==> src/rtl/mem_bus_arbiter.sv <==
// Serialises instruction-fetch and data requests onto one external memory bus.
// The data port has priority; a watchdog aborts transactions the slave never acknowledges.
module mem_bus_arbiter #(
    parameter int unsigned TIMEOUT = 255
) (
    input  logic        clk,
    input  logic        rstn,
    input  logic        if_request,
    input  logic [63:0] if_addr,
    output logic        if_stall,
    output logic [31:0] if_inst,
    input  logic        mem_re,
    input  logic        mem_we,
    input  logic [63:0] mem_addr,
    input  logic [63:0] mem_wdata,
    input  logic [7:0]  mem_wmask,
    output logic        mem_stall,
    output logic [63:0] mem_rdata,
    output logic        bus_en,
    output logic        bus_we,
    output logic [63:0] bus_addr,
    output logic [63:0] bus_wdata,
    output logic [7:0]  bus_wmask,
    input  logic [63:0] bus_rdata,
    input  logic        bus_ready,
    output logic        bus_timeout
);

    localparam int unsigned CNT_W = 10;

    localparam logic [1:0] S_IDLE  = 2'd0;
    localparam logic [1:0] S_ISSUE = 2'd1;
    localparam logic [1:0] S_WAIT  = 2'd2;
    localparam logic [1:0] S_RESP  = 2'd3;

    localparam logic OWN_IF  = 1'b0;
    localparam logic OWN_MEM = 1'b1;

    logic [1:0]       state_q,  state_d;
    logic             owner_q,  owner_d;
    logic [CNT_W-1:0] cnt_q,    cnt_d;
    logic [63:0]      rdata_q,  rdata_d;
    logic             lane_q,   lane_d;
    logic             bus_en_q, bus_en_d;
    logic             we_q,     we_d;
    logic [63:0]      addr_q,   addr_d;
    logic [63:0]      wdata_q,  wdata_d;
    logic [7:0]       wmask_q,  wmask_d;
    logic             timeout_c;

    // Fetches are always 4-byte aligned; only bit 2 selects the lane.
    logic unused_addr_bits;
    assign unused_addr_bits = ^if_addr[1:0];

    // State and datapath registers.
    always_ff @(posedge clk) begin
        if (!rstn) begin
            state_q  <= S_IDLE;
            owner_q  <= OWN_IF;
            cnt_q    <= '0;
            rdata_q  <= '0;
            lane_q   <= 1'b0;
            bus_en_q <= 1'b0;
            we_q     <= 1'b0;
            addr_q   <= '0;
            wdata_q  <= '0;
            wmask_q  <= '0;
        end else begin
            state_q  <= state_d;
            owner_q  <= owner_d;
            cnt_q    <= cnt_d;
            rdata_q  <= rdata_d;
            lane_q   <= lane_d;
            bus_en_q <= bus_en_d;
            we_q     <= we_d;
            addr_q   <= addr_d;
            wdata_q  <= wdata_d;
            wmask_q  <= wmask_d;
        end
    end

    // Arbitration, issue, wait/watchdog and response sequencing.
    always_comb begin
        state_d   = state_q;
        owner_d   = owner_q;
        cnt_d     = cnt_q;
        rdata_d   = rdata_q;
        lane_d    = lane_q;
        bus_en_d  = 1'b0;
        we_d      = we_q;
        addr_d    = addr_q;
        wdata_d   = wdata_q;
        wmask_d   = wmask_q;
        timeout_c = 1'b0;

        case (state_q)
            S_IDLE: begin
                if (mem_re || mem_we) begin
                    owner_d  = OWN_MEM;
                    addr_d   = mem_addr;
                    we_d     = mem_we;
                    wdata_d  = mem_wdata;
                    wmask_d  = mem_we ? mem_wmask : 8'h00;
                    bus_en_d = 1'b1;
                    state_d  = S_ISSUE;
                end else if (if_request) begin
                    owner_d  = OWN_IF;
                    addr_d   = {if_addr[63:3], 3'b000};
                    we_d     = 1'b0;
                    wdata_d  = '0;
                    wmask_d  = 8'h00;
                    lane_d   = if_addr[2];
                    bus_en_d = 1'b1;
                    state_d  = S_ISSUE;
                end
            end
            S_ISSUE: begin
                cnt_d = '0;
                if (bus_ready) begin
                    rdata_d = bus_rdata;
                    state_d = S_RESP;
                end else begin
                    state_d = S_WAIT;
                end
            end
            S_WAIT: begin
                // A completion in the final watchdog cycle still wins over the abort.
                if (bus_ready) begin
                    rdata_d = bus_rdata;
                    state_d = S_RESP;
                end else if (cnt_q == CNT_W'(TIMEOUT)) begin
                    timeout_c = 1'b1;
                    rdata_d   = '0;
                    state_d   = S_RESP;
                end else begin
                    cnt_d = cnt_q + CNT_W'(1);
                end
            end
            S_RESP: begin
                state_d = S_IDLE;
            end
            default: begin
                state_d = S_IDLE;
            end
        endcase
    end

    assign if_stall    = if_request & ~((state_q == S_RESP) & (owner_q == OWN_IF));
    assign mem_stall   = (mem_re | mem_we) & ~((state_q == S_RESP) & (owner_q == OWN_MEM));
    assign if_inst     = lane_q ? rdata_q[63:32] : rdata_q[31:0];
    assign mem_rdata   = rdata_q;
    assign bus_en      = bus_en_q;
    assign bus_we      = we_q;
    assign bus_addr    = addr_q;
    assign bus_wdata   = wdata_q;
    assign bus_wmask   = wmask_q;
    assign bus_timeout = timeout_c;

endmodule

==> config.mk <==
export PLATFORM = sky130hd
export DESIGN_NAME = mem_bus_arbiter
export DESIGN_NICKNAME = d
export VERILOG_FILES = /design/src/rtl/mem_bus_arbiter.sv
export SDC_FILE = /design/constraint.sdc
export NUM_CORES = 1
export LEC_CHECK = 0
export CAP_MARGIN = 20
export CORE_AREA = 2 2 199 201
export CTS_BUF_LIST = sky130_fd_sc_hd__clkbuf_16
export DETAILED_ROUTE_END_ITERATION = 10
export DIE_AREA = 0 0 201 203
export PLACE_DENSITY = 0.49
export SYNTH_ARGS = -nofsm -noshare
export SYNTH_HDL_FRONTEND = slang
export SYNTH_SLANG_ARGS = --single-unit
==> constraint.sdc <==
create_clock -name clk -period 4.1 [get_ports clk]
set_input_delay 0.82 -clock clk [delete_from_list [all_inputs] [get_ports clk]]
set_output_delay 0.82 -clock clk [all_outputs]
set_load 0.005 [all_outputs]
==> reports/qor.txt <==
OpenROAD warning count: 34
Outcome: finished clean
Vias in the first global route: 8507
Antenna-violating nets left: 0
Hold Crit Start: bus_wmask[1]
Ranking of synthesized cells by area: dfxtp_1, a311oi_2, a22o_1
Synth Net Count: 1161
Initial DRT Pass Iterations: 8
Layout cells sized above 1: 0.1111
Die Wd: 201 um
Post-CTS Setup Bufs: 0
DRT iter0 DRCs: 401
Cts bufs inserted: 27
DR WL/cell: 18.93 um
Relative slew slack: 0.4662
Largest net degree at the start of global routing: 110
Maximum fanout along the worst path: 5
H-tree levels: 1
Number of cells on the worst reg-to-reg path: 6
Drt total wl: 35700 um
layer usage:
layer / routed length, um / part of all wire / vias to the layer above
li1: - / - / 4131
met1: 14620 / 0.41 / 4063
met2: 17590 / 0.49 / 315
met3: 2871 / 0.080 / 41
met4: 602 / 0.017 / 2
met5: 13 / 0.00036 / -
logic make-up after synthesis:
| group | after synthesis | synth area share |
|---|---|---|
| AND-OR/OR-AND | 235 | 0.2606 |
| adder cells (fa/ha/maj) | 6 | 0.008618 |
| buffers and inverters | 86 | 0.04754 |
| flip-flops | 216 | 0.4964 |
| multiplexers | 33 | 0.04266 |
| AND/OR/NAND/NOR | 309 | 0.1442 |
power by group:
group	internal, W	total (W)	switching (W)
Combinational	0.00182	0.00343	0.00161
Clock	0.00126	0.00223	0.000966
Sequential	0.00262	0.00292	0.000302
worst max-delay path by stage:
stage	start	end	slack, ns	cells past startpoint
finish	bus_ready	bus_timeout	0.75	4
global route	bus_ready	bus_timeout	0.66	4
CTS	bus_ready	bus_timeout	0.76	4
detailed placement	bus_ready	bus_timeout	0.77	4
global placement	bus_ready	bus_timeout	0.78	4
floorplan	mem_we	mem_stall	1.67	4
cell usage after synthesis (2+ instances only):
library cell    n
a211oi_1        2
a21boi_0        2
a21oi_1        16
a22o_1         64
a22oi_1        67
a311oi_1        3
a311oi_2       60
a31oi_1         2
buf_2          19
buf_4           2
buf_6           8
clkbuf_1       51
dfxtp_1       216
ha_1            6
inv_1           5
mux2_2         33
nand2_1       139
nand2b_1        2
nand3_1        13
nand4_1         4
nor2_1        135
nor3_1          2
nor4_1          2
o21a_1          2
o21ai_0         5
or3_1           2
worst max-delay path, stage by stage:
cell and delay, ns:
clkdlybuf4s50_1 0.50, nand2b_1 0.24, nor4_1 0.33, clkdlybuf4s50_1 0.63
final cells by class:
class,instances,area (um2),area share
repair buffers,516,5172,0.3450
well taps,518,648.1,0.04322
multi-input cells,583,4011,0.2675
clock inverters,20,135.1,0.009012
clock buffers,27,675.6,0.04506
flip-flops and latches,216,4324,0.2884
inverters,6,27.53,0.001836
stage by stage:
stage	setup WS (ns)	std cells	util	power (W)	area [um2]
floorplan	1.670	885	-	0.004633	8711
global placement	0.7846	1839	0.3687	0.006414	14180
detailed placement	0.7677	1839	0.3687	0.006423	14180
CTS	0.7633	1886	0.3898	0.008730	14990
global route	0.6595	1886	0.3898	0.009094	14990
finish	0.7544	1886	0.3898	0.008574	14990
flip-flops by register name (all words and copies together), names as in the netlist:
signal     count
bus_addr      64
bus_we         1
lane_q         1
state_q        2
cnt_q         10
owner_q        1
bus_wdata     64
bus_en         1
bus_wmask      8
mem_rdata     64
Fig. 1: clock network drawn from the DEF
Scale bar: 50 um.
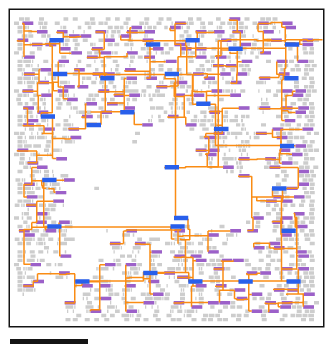
[clock drivers] blue | count: 27
[flip-flops] purple | count: 216
[clock wires] orange | length: 3570 um
routed clock nets: 28
flops lie: all over the die

Fig. 2: clock routing
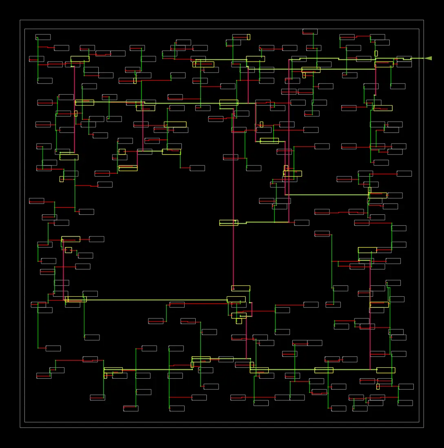
P_clk: 0.00223 W
Worst Skew: 0.01908 ns
clock sink total: 216

Fig. 3: wiring by layer
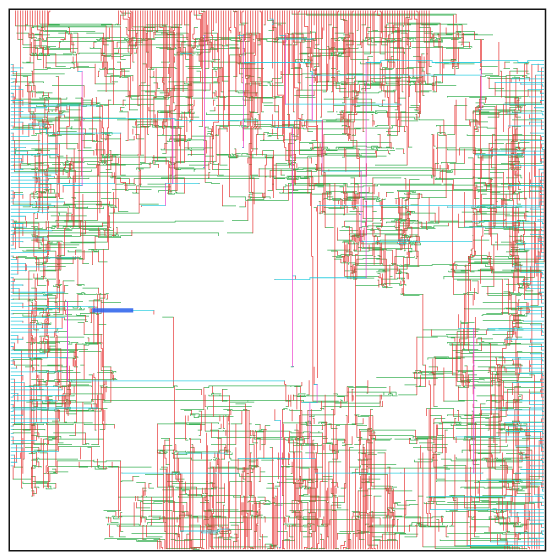
| layer | color | wire length |
|---|---|---|
| metal 1 | green | 14600 um |
| metal 2 | red | 17600 um |
| metal 4 | magenta | 603 um |
| metal 3 | cyan | 2870 um |
| metal 5 | blue | 13.8 um |

Power is estimated from default activity; no workload was simulated.
